<file path="src/rtl/cache_pkg.sv">
// Shared types and constants for the cache fill arbiter: FSM states, block geometry
// and owner encoding.
package cache_pkg;

  typedef enum logic [2:0] {
    IDLE,
    FILL_ISSUE,
    FILL_DRAIN,
    DONE,
    WRITE
  } state_t;

  localparam int WORDS_PER_BLOCK = 8;
  localparam int OFFSET_W        = 3;
  localparam int BLOCK_BASE_MSB  = 15;
  localparam int BLOCK_BASE_LSB  = 4;
  localparam int BASE_W          = BLOCK_BASE_MSB - BLOCK_BASE_LSB + 1;

  localparam logic OWNER_I = 1'b0;
  localparam logic OWNER_D = 1'b1;

  // Byte address of a 16-bit word inside a 16-byte block.
  function automatic logic [15:0] block_word_addr(input logic [BASE_W-1:0]   base,
                                                  input logic [OFFSET_W-1:0] word);
    return {base, word, 1'b0};
  endfunction

endpackage

</file>
<file path="src/rtl/fill_word_counter.sv">
// Block word counter with synchronous clear, increment enable and a flag on the
// last word of the block. Wraps from the last word back to 0.
module fill_word_counter
  import cache_pkg::*;
(
  input  logic                clk,
  input  logic                rst,
  input  logic                clr,
  input  logic                inc,
  output logic [OFFSET_W-1:0] cnt,
  output logic                tc
);

  logic [OFFSET_W-1:0] cnt_d;
  logic [OFFSET_W-1:0] cnt_q;

  always_comb begin
    cnt_d = cnt_q;
    if (clr) begin
      cnt_d = '0;
    end else if (inc) begin
      cnt_d = cnt_q + 1'b1;
    end
  end

  always_ff @(posedge clk) begin
    if (rst) begin
      cnt_q <= '0;
    end else begin
      cnt_q <= cnt_d;
    end
  end

  assign cnt = cnt_q;
  assign tc  = (cnt_q == OFFSET_W'(WORDS_PER_BLOCK - 1));

endmodule

</file>
<file path="src/rtl/cache_fill_arbiter.sv">
// Shares one pipelined main memory between I-cache fills, D-cache fills and
// D-cache write-through stores; streams 8-word blocks back into the owning cache.
module cache_fill_arbiter
  import cache_pkg::*;
#(
  parameter int ADDR_W = 16,
  parameter int DATA_W = 16,
  parameter int WORDS  = 8
) (
  input  logic                     clk,
  input  logic                     rst,
  input  logic                     i_miss_req,
  input  logic [ADDR_W-1:0]        i_miss_addr,
  input  logic                     d_miss_req,
  input  logic [ADDR_W-1:0]        d_miss_addr,
  input  logic                     d_wr_req,
  input  logic [ADDR_W-1:0]        d_wr_addr,
  input  logic [DATA_W-1:0]        d_wr_data,
  output logic [ADDR_W-1:0]        mem_addr,
  output logic                     mem_enable,
  output logic                     mem_wr,
  output logic [DATA_W-1:0]        mem_data_in,
  input  logic [DATA_W-1:0]        mem_data_out,
  input  logic                     mem_data_valid,
  output logic [DATA_W-1:0]        fill_data,
  output logic [$clog2(WORDS)-1:0] fill_word,
  output logic                     i_fill_we,
  output logic                     d_fill_we,
  output logic                     i_fill_done,
  output logic                     d_fill_done,
  output logic                     d_wr_ack,
  output logic                     busy
);

  state_t              state_q, state_d;
  logic                owner_q, owner_d;
  logic [BASE_W-1:0]   base_q, base_d;
  logic                mem_enable_q, mem_enable_d;
  logic                mem_wr_q, mem_wr_d;
  logic [ADDR_W-1:0]   mem_addr_q, mem_addr_d;
  logic [DATA_W-1:0]   mem_data_in_q, mem_data_in_d;
  logic                i_fill_done_q, i_fill_done_d;
  logic                d_fill_done_q, d_fill_done_d;
  logic                d_wr_ack_q, d_wr_ack_d;

  logic                issue_clr, issue_inc, issue_tc;
  logic                rcv_clr, rcv_inc, rcv_tc;
  logic [OFFSET_W-1:0] issue_cnt, rcv_cnt;
  logic                ret_valid;

  logic                unused_offset_bits;
  assign unused_offset_bits = ^{i_miss_addr[BLOCK_BASE_LSB-1:0], d_miss_addr[BLOCK_BASE_LSB-1:0]};

  fill_word_counter u_issue_cnt (
    .clk (clk),
    .rst (rst),
    .clr (issue_clr),
    .inc (issue_inc),
    .cnt (issue_cnt),
    .tc  (issue_tc)
  );

  fill_word_counter u_rcv_cnt (
    .clk (clk),
    .rst (rst),
    .clr (rcv_clr),
    .inc (rcv_inc),
    .cnt (rcv_cnt),
    .tc  (rcv_tc)
  );

  // Returns are only meaningful while a fill is in flight; anything else is noise.
  assign ret_valid = mem_data_valid && ((state_q == FILL_ISSUE) || (state_q == FILL_DRAIN));
  assign rcv_inc   = ret_valid;

  always_comb begin
    state_d       = state_q;
    owner_d       = owner_q;
    base_d        = base_q;
    mem_enable_d  = 1'b0;
    mem_wr_d      = 1'b0;
    mem_addr_d    = '0;
    mem_data_in_d = '0;
    i_fill_done_d = 1'b0;
    d_fill_done_d = 1'b0;
    d_wr_ack_d    = 1'b0;
    issue_clr     = 1'b0;
    issue_inc     = 1'b0;
    rcv_clr       = 1'b0;

    case (state_q)
      IDLE: begin
        if (d_wr_req) begin
          state_d       = WRITE;
          mem_enable_d  = 1'b1;
          mem_wr_d      = 1'b1;
          mem_addr_d    = d_wr_addr;
          mem_data_in_d = d_wr_data;
          d_wr_ack_d    = 1'b1;
        end else if (d_miss_req || i_miss_req) begin
          owner_d      = d_miss_req ? OWNER_D : OWNER_I;
          base_d       = d_miss_req ? d_miss_addr[BLOCK_BASE_MSB:BLOCK_BASE_LSB]
                                    : i_miss_addr[BLOCK_BASE_MSB:BLOCK_BASE_LSB];
          issue_clr    = 1'b1;
          rcv_clr      = 1'b1;
          state_d      = FILL_ISSUE;
          mem_enable_d = 1'b1;
          mem_addr_d   = ADDR_W'(block_word_addr(base_d, '0));
        end
      end
      // Outputs are registered, so the next word's address is prepared one cycle ahead.
      FILL_ISSUE: begin
        issue_inc = 1'b1;
        if (issue_tc) begin
          state_d = FILL_DRAIN;
        end else begin
          mem_enable_d = 1'b1;
          mem_addr_d   = ADDR_W'(block_word_addr(base_q, issue_cnt + 1'b1));
        end
      end
      FILL_DRAIN: begin
        if (ret_valid && rcv_tc) begin
          state_d       = DONE;
          i_fill_done_d = (owner_q == OWNER_I);
          d_fill_done_d = (owner_q == OWNER_D);
        end
      end
      DONE:    state_d = IDLE;
      WRITE:   state_d = IDLE;
      default: state_d = IDLE;
    endcase
  end

  always_ff @(posedge clk) begin
    if (rst) begin
      state_q       <= IDLE;
      owner_q       <= OWNER_I;
      base_q        <= '0;
      mem_enable_q  <= 1'b0;
      mem_wr_q      <= 1'b0;
      mem_addr_q    <= '0;
      mem_data_in_q <= '0;
      i_fill_done_q <= 1'b0;
      d_fill_done_q <= 1'b0;
      d_wr_ack_q    <= 1'b0;
    end else begin
      state_q       <= state_d;
      owner_q       <= owner_d;
      base_q        <= base_d;
      mem_enable_q  <= mem_enable_d;
      mem_wr_q      <= mem_wr_d;
      mem_addr_q    <= mem_addr_d;
      mem_data_in_q <= mem_data_in_d;
      i_fill_done_q <= i_fill_done_d;
      d_fill_done_q <= d_fill_done_d;
      d_wr_ack_q    <= d_wr_ack_d;
    end
  end

  assign mem_enable  = mem_enable_q;
  assign mem_wr      = mem_wr_q;
  assign mem_addr    = mem_addr_q;
  assign mem_data_in = mem_data_in_q;
  assign i_fill_done = i_fill_done_q;
  assign d_fill_done = d_fill_done_q;
  assign d_wr_ack    = d_wr_ack_q;
  assign busy        = (state_q != IDLE);

  assign i_fill_we = ret_valid && (owner_q == OWNER_I);
  assign d_fill_we = ret_valid && (owner_q == OWNER_D);
  assign fill_data = ret_valid ? mem_data_out : '0;
  assign fill_word = ret_valid ? rcv_cnt : '0;

endmodule

</file>
<file path="config.mk">
export PLATFORM = sky130hd
export DESIGN_NAME = cache_fill_arbiter
export DESIGN_NICKNAME = d
export VERILOG_FILES = /design/src/rtl/cache_pkg.sv /design/src/rtl/fill_word_counter.sv /design/src/rtl/cache_fill_arbiter.sv
export SDC_FILE = /design/constraint.sdc
export NUM_CORES = 1
export LEC_CHECK = 0
export CORE_MARGIN = 3
export CORE_UTILIZATION = 35
export CTS_BUF_LIST = sky130_fd_sc_hd__clkbuf_8
export CTS_CLUSTER_SIZE = 8
export DETAILED_ROUTE_END_ITERATION = 10
export PLACE_DENSITY_LB_ADDON = 0.15
export SYNTH_ARGS = -nofsm -noshare
export SYNTH_HDL_FRONTEND = slang
export SYNTH_SLANG_ARGS = --single-unit
</file>
<file path="constraint.sdc">
create_clock -name clk -period 1.5 [get_ports clk]
set_input_delay 0.3 -clock clk [delete_from_list [all_inputs] [get_ports clk]]
set_output_delay 0.3 -clock clk [all_outputs]
set_load 0.02 [all_outputs]
</file>
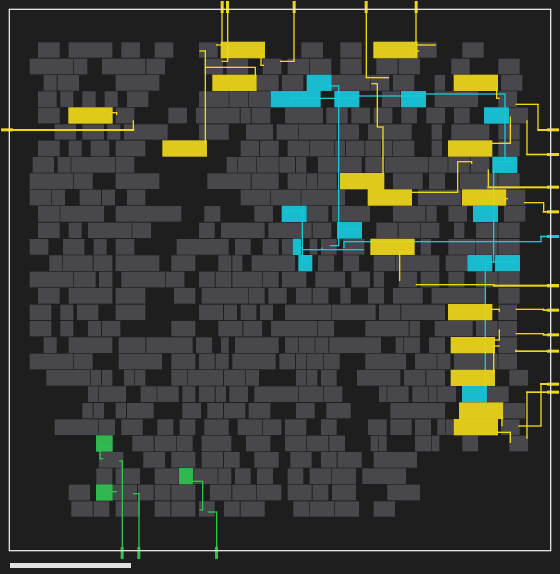
Run 1: I/O nets highlighted
Bar = 20 microns.
Green stands for `fill_word`, direction output, end cells 3, buffers 3, wire 44.4 microns. Yellow stands for `mem_addr`, direction output, end cells 16, buffers 16, wire 266 microns. Cyan stands for `d_miss_req`, direction input, end cells 15, buffers 2, wire 186 microns.

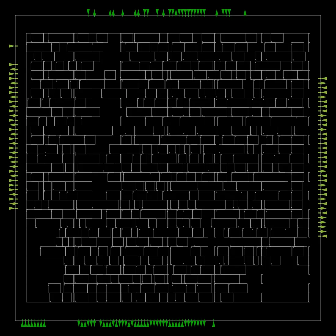
Run 1: cell outlines without signal wires
FILL cells: 535
non-filler instance count after layout: 513

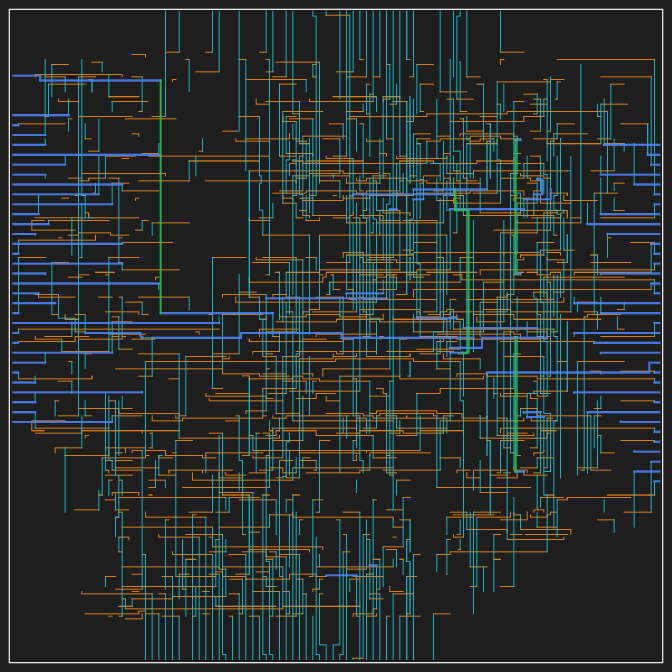
Run 1: signal wires by layer
Cyan stands for metal 2, wire length 4040 microns. Blue stands for metal 3, wire length 628 microns. Orange stands for metal 1, wire length 3290 microns. Green stands for metal 4, wire length 93.9 microns.
Final Routed Wirelength: 8060 microns
via count: 2500
Avg WL per Cell: 15.7 microns

==> run notes, run 1 <==
fresh numbers from the pnr run: CORE AREA=6570 sq um, # IOs=145, CTS buffer count=9, OpenROAD warning count=36, CP bufs+invs=2, Final Worst Setup Slack=-131 ps, FP Rows=29, Worst setup EP type=primary output, gr busiest metal=met2, Area Overhead vs Synth=90.1%, largest delay contributor family on the critical path=simple AND/OR/NAND/NOR gates, FP Util=37.2%, DR pass1 iterations=4, HP Class=reg2reg, CP max stage delay=390 ps, port bufs=136, Post-Syn Area=2450 sq um, Placed Area=4050 sq um, Die H=between 80 and 90 microns, failing checks=negative setup slack, Worst EP required=1200 ps, GPL Wtd Cong=0.769, buffer depth of the longest clock path=2, Crit path arrival time=1330 ps, Max VDD drop=0.000870 V, DRT antenna net count=0, EDFF count, synth=0, first-pass GRT wire length=11700 microns, met1 Resource Use GR=between 20% and 30%, clock group share of total power=33.8%, post-synthesis chip area from yosys=~2400 sq um, grt total ovfl=0, yosys adder share=2.05%, P_sw=roughly 1.2 mW, Ant. Diodes=0, Syn Area/Cell=9.78 sq um, Cell Int Power=3.14 mW, die width=89.6 microns, htree depth=3, RSZ-0062 raised after global routing=true, Simple Share, Synth=22.1%, layout cell share with drive strength beyond 1=between 30% and 40%, min cycle time layout=1630 ps, max-cap viol count=0, Pwr Density=~920 nW/um^2, met2 Usage GRT=32.4%, number of nets at floorplan=~340, Nets=slightly above 500, Worst Max-Slew Pin Slew=between 400 and 500 ps, clk sinks=~58, Root Buffer Master=clkbuf_8, dominant logic cell type in the layout=clkdlybuf4s50_1, top comb family, area=simple AND/OR/NAND/NOR gates, switch share=a little over a quarter, Yosys reg bits=between 50 and 60, # setup viols final=43, max frequency=~610 MHz, Post-synth seq share=47.5%, Reg power frac=39.1%, Comb pwr share=27.1%, initial antenna violation count=0, total track usage=between 10% and 20%, Compound-Gate Fraction of Synth Area=15.4%, status=finished, violations left, Most used DFF post-synth=dfxtp_1, critical path's slowest cell=or3_4, Die Size=8030 sq um, Post-Synthesis Cells=approximately 250, # Cells Yosys=250, Post-synth ARST share=0%, CP Launch Type=flop, dpl ws=-760 ps, met3 usage=6.66%, largest net degree at the start of global routing=22, max-slew violations=0, Syn. warnings=0, XORs/XNORs by Area=1.07%, Fin. Hold Viols=0, clk_lat worst skew=around 330 ps, Clock Skew=slightly above 7 ps, Multiplexer share=6.34%, final instance area=4650 sq um, fin crit share=109%, Final HPWL DP=5450 microns, routed vias/inst=4.87, CP Cell Sequence=buf_4 -> or3_4 -> buf_6, Reg clk slew, reported paths=60 ps, crit path kind=reg2out
==> run 1: area by class of cell <==
type / count / area, sq um
fillers: 535 / 1920
flip-flops and latches: 58 / 1160
clock buffers: 12 / 165
repair buffers: 175 / 1710
inverters: 2 / 7.51
multi-input cells: 170 / 1450
clock inverters: 3 / 38.8
well taps: 93 / 116
==> run 1: synth_stat cells (2+ instances only) <==
| library cell | n | area share, % |
|---|---|---|
| dfxtp_1 | 58 | 47 |
| a21oi_1 | 30 | 6.1 |
| and3_1 | 20 | 5.1 |
| and2_1 | 17 | 4.3 |
| a22oi_1 | 15 | 4.6 |
| nand3_1 | 15 | 3.1 |
| mux2_2 | 12 | 5.5 |
| nor2_1 | 9 | 1.4 |
| o21ai_1 | 9 | 1.8 |
| buf_2 | 7 | 1.4 |
| clkbuf_1 | 7 | 1.1 |
| o21ai_0 | 6 | 1.2 |
| buf_6 | 4 | 1.8 |
| ha_1 | 4 | 2.0 |
| or3_1 | 4 | 1.0 |
| buf_4 | 3 | 0.92 |
| nor2b_1 | 3 | 0.77 |
| inv_1 | 2 | 0.31 |
| mux2i_1 | 2 | 0.82 |
| nand2b_1 | 2 | 0.51 |
| nor3_1 | 2 | 0.41 |
| nor4b_4 | 2 | 1.9 |
| xnor2_1 | 2 | 0.72 |
==> run 1: final timing paths <==
| path | startpoint | to | slack (ps) | cells after the start |
|---|---|---|---|---|
| worst max register to register | state_q[1]$_SDFFE_PP0P_ | base_q[2]$_SDFFE_PP0P_ | -120 | 5 |
| worst min-delay path | base_q[6]$_SDFFE_PP0P_ | base_q[6]$_SDFFE_PP0P_ | 470 | 2 |
| worst max-delay path | state_q[0]$_SDFFE_PP0P_ | busy | -130 | 3 |
| worst min register to register | base_q[6]$_SDFFE_PP0P_ | base_q[6]$_SDFFE_PP0P_ | 470 | 2 |
==> run 1: power groups by stage <==
stage | clock, mW | combinational [mW] | sequential (mW)
2_1_floorplan | 0 | 0.402 | 1.78
3_3_place_gp | 0 | 0.977 | 1.70
3_5_place_dp | 0 | 0.988 | 1.71
4_1_cts | 1.49 | 1.04 | 1.68
5_1_grt | 1.56 | 1.24 | 1.69
6_report | 1.45 | 1.16 | 1.68
==> run 1: sequential cells by signal, summed over array words and instances (netlist names), 3 cells and up <==
signal and cells:
mem_addr 16, mem_data_in 16, base_q 12, state_q 3, u_issue_cnt.cnt 3, u_rcv_cnt.cnt 3
==> run 1: per-stage QoR <==
step / std cells / total power [mW] / TNS (ps) / util, % / hold WS [ps]
after floorplan: 250 / 2.19 / 0 / - / 422
after global placement: 486 / 2.68 / -26410 / 61.6 / 451
after detailed placement: 486 / 2.70 / -28780 / 61.6 / 463
after CTS: 510 / 4.20 / -4230 / 66.7 / 470
after global routing: 513 / 4.49 / -7000 / 70.8 / 483
final: 513 / 4.29 / -4220 / 70.8 / 468
==> run 1: timing repair <==
action / 4_1_cts / 5_1_grt
pin swaps: 6 / 16
resized: 198 / 51
endpoints found under the setup margin: 102 / 72
cloned: 5 / 2
setup buffers: 4 / 3
==> run 1: per-layer routing <==
layer,up-vias,wire length (microns)
met5,-,0
met4,0,93
met3,8,627
met2,110,4040
met1,1152,3290
li1,1230,-
==> inputs of run 2 (changes only) <==
--- a/config.mk
+++ b/config.mk
@@ -11,6 +11,7 @@
 export CTS_CLUSTER_SIZE = 8
 export DETAILED_ROUTE_END_ITERATION = 10
 export PLACE_DENSITY_LB_ADDON = 0.15
+export SLEW_MARGIN = 20
 export SYNTH_ARGS = -nofsm -noshare
 export SYNTH_HDL_FRONTEND = slang
 export SYNTH_SLANG_ARGS = --single-unit
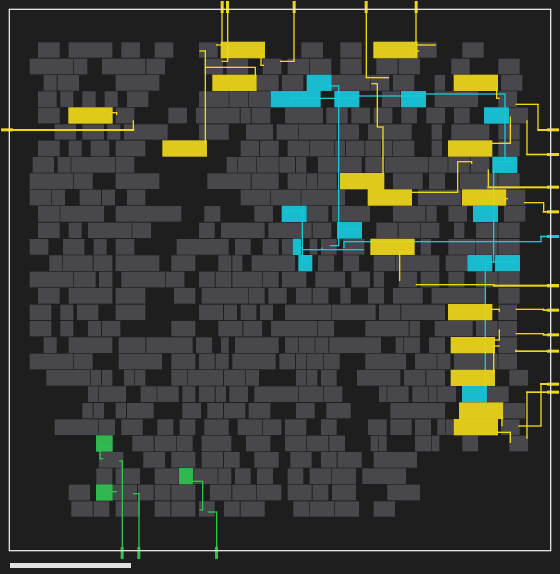
Run 2: I/O nets highlighted
Bar = 20 microns.
Green stands for `fill_word`, direction output, end cells 3, buffers 3, wire 44.4 microns. Cyan stands for `d_miss_req`, direction input, end cells 15, buffers 2, wire 186 microns. Yellow stands for `mem_addr`, direction output, end cells 16, buffers 16, wire 266 microns.
port bufs: 136
# IOs: 145

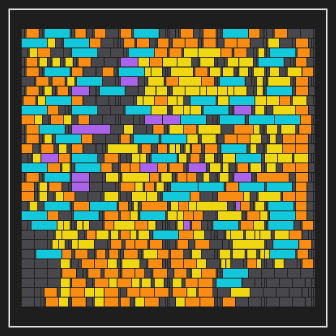
Run 2: placement by cell class
Fill, decap, tap and diode cells in gray.
Orange stands for remaining buffers and delay cells, cells 175, share of their area 38%. Yellow stands for combinational and other logic, cells 172, share of their area 32%. Purple stands for clock drivers and dummy loads, cells 15, share of their area 4.5%. Cyan stands for sequential cells, cells 58, share of their area 26%.
final instance area: 4650 sq um
FP Rows: 29

==> run notes, run 2 <==
fresh numbers from the pnr run: dominant logic cell type in the layout=clkdlybuf4s50_1, total negative slack=-4220 ps (unchanged), critical path's slowest cell=or3_4, FP Util=37.2% (unchanged), min cycle time layout=1630 ps (unchanged), HP Class=reg2reg, Pwr Density=923 nW/um^2 (unchanged), DRT antenna net count=0 (unchanged), Worst path depth=3 (unchanged), # setup viols final=43 (unchanged), Worst Max-Slew Pin Slew=496 ps (unchanged), DRT iter0 DRCs=~140, first-pass GRT wire length=11700 microns (unchanged), Final Worst Setup Slack=-131 ps (unchanged), Syn Area/Cell=9.78 sq um (unchanged), Post-Syn Area=2450 sq um (unchanged), grt total ovfl=0 (unchanged), Die Size=8030 sq um (unchanged), Crit path arrival time=1330 ps (about the same), most area-hungry cell type in the Yosys netlist=dfxtp_1, clk_lat worst skew=330 ps (about the same), CORE AREA=6570 sq um (unchanged), Nets=506 (unchanged), hold-fix buffers at CTS=0, OpenROAD warning count=36 (unchanged), Worst EP required=1200 ps (about the same), CP Launch Type=flop, Clock Skew=7.15 ps (unchanged), largest net degree at the start of global routing=22 (unchanged), post-synthesis chip area from yosys=2450 sq um (unchanged), max-slew violations=0 (unchanged), CP bufs+invs=2 (unchanged), Syn. warnings=0 (unchanged), clk sinks=58 (unchanged), Worst setup EP type=primary output, CTS tree=yes, Synth cell types=38, Avg WL per Cell=15.7 microns (unchanged), RSZ-0062 raised after global routing=true, Ant. Diodes=0 (unchanged), Post-synth ARST share=0% (unchanged), largest delay contributor family on the critical path=simple AND/OR/NAND/NOR gates, fin crit share=109% (unchanged), hold path cells=2 (unchanged), buffer depth of the longest clock path=2 (unchanged), GPL Wtd Cong=0.769 (unchanged), Fin. Hold Viols=0 (unchanged), layout cell share with drive strength beyond 1=38.6% (unchanged), Die H=89.6 microns (unchanged), FILL cells=535 (unchanged), Yosys top cell by instances=dfxtp_1, number of nets at floorplan=340 (unchanged), die width=89.6 microns (unchanged), Max VDD drop=0.000870 V (unchanged), DR pass1 iterations=4 (unchanged), Final Routed Wirelength=8060 microns (unchanged), Root Buffer Master=clkbuf_8, Synth top cells by count=dfxtp_1 (58), a21oi_1 (30), and3_1 (20), max-cap viol count=0 (unchanged), Synth area leaders=dfxtp_1 (47%), a21oi_1 (6.1%), mux2_2 (5.5%), DRC viols=0, Yosys reg bits=58 (unchanged), routed vias/inst=4.87 (unchanged), Most used DFF post-synth=dfxtp_1, R2R cell count=5 (unchanged), # Cells Yosys=250 (unchanged), CP Cell Sequence=buf_4 -> or3_4 -> buf_6, Post-synth seq share=47.5% (unchanged), max frequency=613 MHz (unchanged), via count=2500 (unchanged), Final HPWL DP=5450 microns (unchanged), CP max stage delay=390 ps (about the same), crit path kind=reg2out, CTS buffer count=9 (unchanged), Reg clk slew, reported paths=60 ps (about the same), Post-Synthesis Cells=250 (unchanged), htree depth=3 (unchanged), Area Overhead vs Synth=90.1% (unchanged), failing checks=negative setup slack, Placed Area=4050 sq um (unchanged), status=finished, violations left, initial antenna violation count=0 (unchanged)
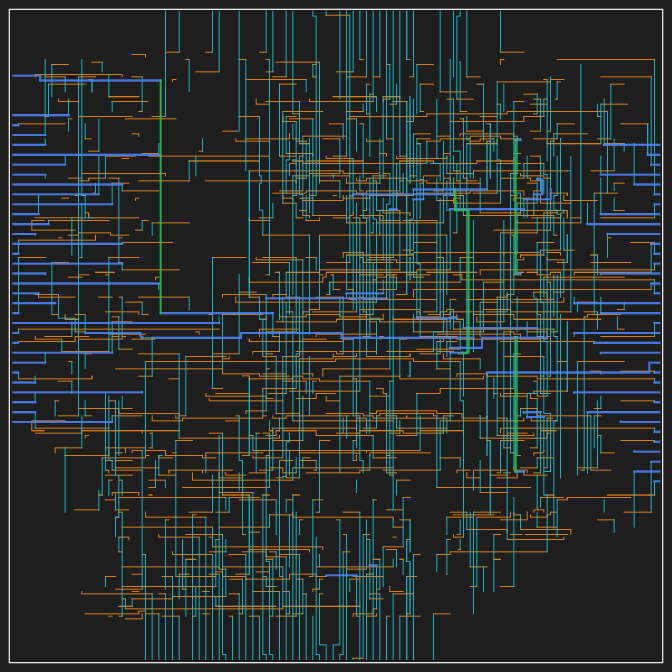
Run 2: signal wires by layer
Cyan stands for metal 2, wire length 4040 microns. Orange stands for metal 1, wire length 3290 microns. Green stands for metal 4, wire length 93.9 microns. Blue stands for metal 3, wire length 628 microns.
total track usage: 19.1%

run 2: cell counts in the layout (fill, tap and decap cells not counted):
No cell type changed its count.
run 2: cell type report:
cell class / count / area [sq um] / share of cell area (%)
inverter: 2 / 7.51 / 0.161
sequential: 58 / 1160 / 25.1
tap: 93 / 116 / 2.50
multi-input combinational: 170 / 1450 / 31.2
timing repair buffer: 175 / 1710 / 36.7
clock buffer: 12 / 165 / 3.55
clock inverter: 3 / 38.8 / 0.834
run 2: timing repair:
item | 4_1_cts | 5_1_grt
pin swaps | 6 | 16
gates cloned | 5 | 2
endpoints found under the setup margin | 102 | 72
setup buffers | 4 | 3
resized | 198 | 51
run 2: kinds of logic (layout without fill, tap and decap cells):
logic type	Yosys count	count (layout)	synth area share (%)
xor gates and xnor gates	3	3	1.07
buffers and inverters	23	192	5.58
AOI/OAI and AO/OA	65	65	15.4
and+or+nand+nor	83	84	22.1
muxes	14	14	6.34
adders and majority gates	4	4	2.05
DFF	58	58	47.5
run 2: worst paths after layout:
check                           slack, ps                     from                      to
worst max-delay path                 -130  state_q[0]$_SDFFE_PP0P_                    busy
worst max register to register       -120  state_q[1]$_SDFFE_PP0P_  base_q[2]$_SDFFE_PP0P_
worst min register to register        470   base_q[6]$_SDFFE_PP0P_  base_q[6]$_SDFFE_PP0P_
worst min-delay path                  470   base_q[6]$_SDFFE_PP0P_  base_q[6]$_SDFFE_PP0P_
run 2: metrics by stage:
| stage | hold slack, ps | power [mW] | setup slack [ps] | instances | utilization, % |
|---|---|---|---|---|---|
| detailed placement | 463 | 2.70 | -760 | 486 | 61.6 |
| floorplan | 422 | 2.19 | 13.6 | 250 | - |
| global placement | 451 | 2.68 | -708 | 486 | 61.6 |
| CTS | 470 | 4.20 | -159 | 510 | 66.7 |
| global route | 483 | 4.49 | -198 | 513 | 70.8 |
| finish | 468 | 4.29 | -131 | 513 | 70.8 |
run 2: metal layers:
layer	up-vias	global-route usage, %	routed length, microns
met4	0	5.55	93
met2	110	32.4	4040
met3	8	6.66	627
met1	1152	22.9	3290
met5	-	0	0
li1	1230	-	-
run 2: worst reg2reg max path, cell delays in order (launching register included):
cell	delay, ps
dfxtp_2	320
buf_4	160
buf_12	150
or4_4	640
o21ai_2	150
a21oi_1	90
run 2: power breakdown:
part           leakage (nW)  internal, mW  switching, mW  total [mW]
clock network         0.110         0.885          0.565        1.45
logic                  1.43         0.620          0.543        1.16
registers             0.475          1.64         0.0415        1.68
Power figures rest on the tool's default switching activity, not on a simulated workload.
